Design board_renderer, sky130hd; sources not shown.
Fig. 1: wire density map
Scale: 4 px per um. The die is cut into 17 by 21 equal tiles; dark purple is low, yellow is high, scaled to the fullest tile. Values are wire area over tile area, all layers added.
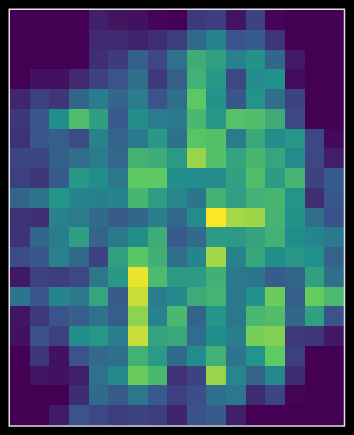
- emptiest ninth of the die: north-west
- tiles over half the peak: 27%
- densest ninth of the die: centre
- fullest tile: 0.59
DR vias: 4,247
Post-Route WL: 11.1 mm
gr usage total: 0.252

Fig. 2: a small window of the routed layout
Window x 17 to 67, y 48 to 98 um. Cells in grey, sequential cells in the stronger grey; small squares are vias.
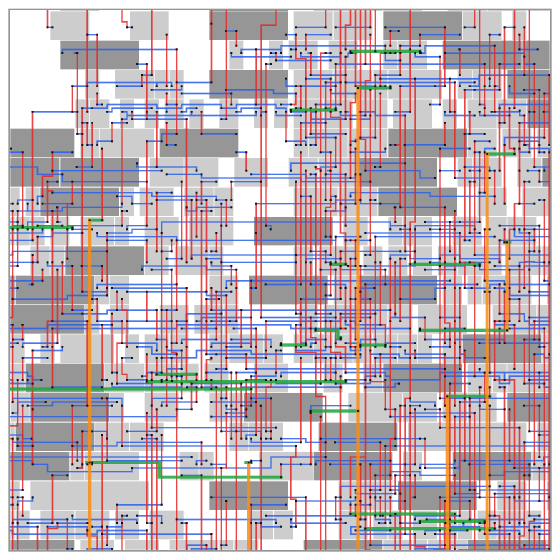
- met4: orange
- met1: blue
- met2: red
- met3: green
- sequential cells in the window: 33
- cells with their middle in the window: 215
- most frequent: dfxtp_1 (33), nand2_1 (23), a21oi_1 (22)

Fig. 3: placement view
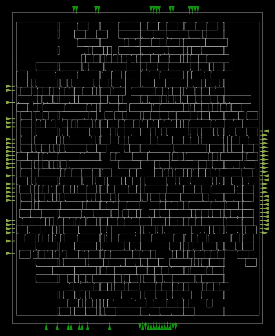
Cell Count, Final, Fillers Out: 706
post-layout util: 0.674
Filler cells: 640

==> impl_metrics.csv <==
group,metric,value,unit
final_timing,period_needed,3970,ps
clocking,clk_pin_slew_worst_paths,80,ps
placement,gp_congestion,0.922,
detailed_routing,dr.max_layer_used,"met4",
finish,drive_gt1_frac,0.0606,
logic_synthesis,xor_share,0.0497,
logic_synthesis,top_cells_by_area,"dfxtp_1 (39%), nand2_1 (8.2%), a21oi_1 (7.7%)",
logic_synthesis,ys.flop_type,"dfxtp_1",
critical_path,crit_buf_inv,1,
placement,dp.final_hpwl,8.09,mm
logic_synthesis,synth_cell_types,67,
global_route,grt_use_met1,0.307,
floorplanning,dieArea,0.00867,mm^2
finish,bufAreaShareNonClock,0.173,
logic_synthesis,yosysMostFrequentCell,"nand2_1",
pwr,power_density,265,mW/mm^2
clocking,htree_levels,3,
global_route,grt_pass1_vias,3892,
finish,comb_area,0.00240,mm^2
critical_path,cp_max_fo,16,
floorplanning,die_y,104,um
pwr,p_comb_frac,0.105,
global_route,grt_max_degree,79,
critical_path,r2r_cells,9,
critical_path,crit_cells,10,
finish,finalInstanceArea,0.00534,mm^2
placement,dpl_cell_area,0.00512,mm^2
detailed_routing,first_iter_violations,323,
placement,numPlacedInstances,690,
pwr,power.share.clock,0.397,
detailed_routing,wl_met2,5.55,mm
critical_path,crit_path_top_delay_cell,"or4_4",
logic_synthesis,synthSimpleGateAreaFrac,0.272,
critical_path,critPathLaunchType,"input port",
clocking,root_buffer,"clkbuf_8",
hold_path,min_delay_path_depth,2,
run,tool_warnings,28,
clocking,cts.path.max_buffers,2,
critical_path,crit_path_frequent_cell,"or4_4",
logic_synthesis,yosysWarnings,0,
placement,portBuffers,87,
critical_path,crit_family,"simple AND/OR/NAND/NOR gates",
status,status,"finished, final reports clean",
Power is estimated from default activity; no workload was simulated.
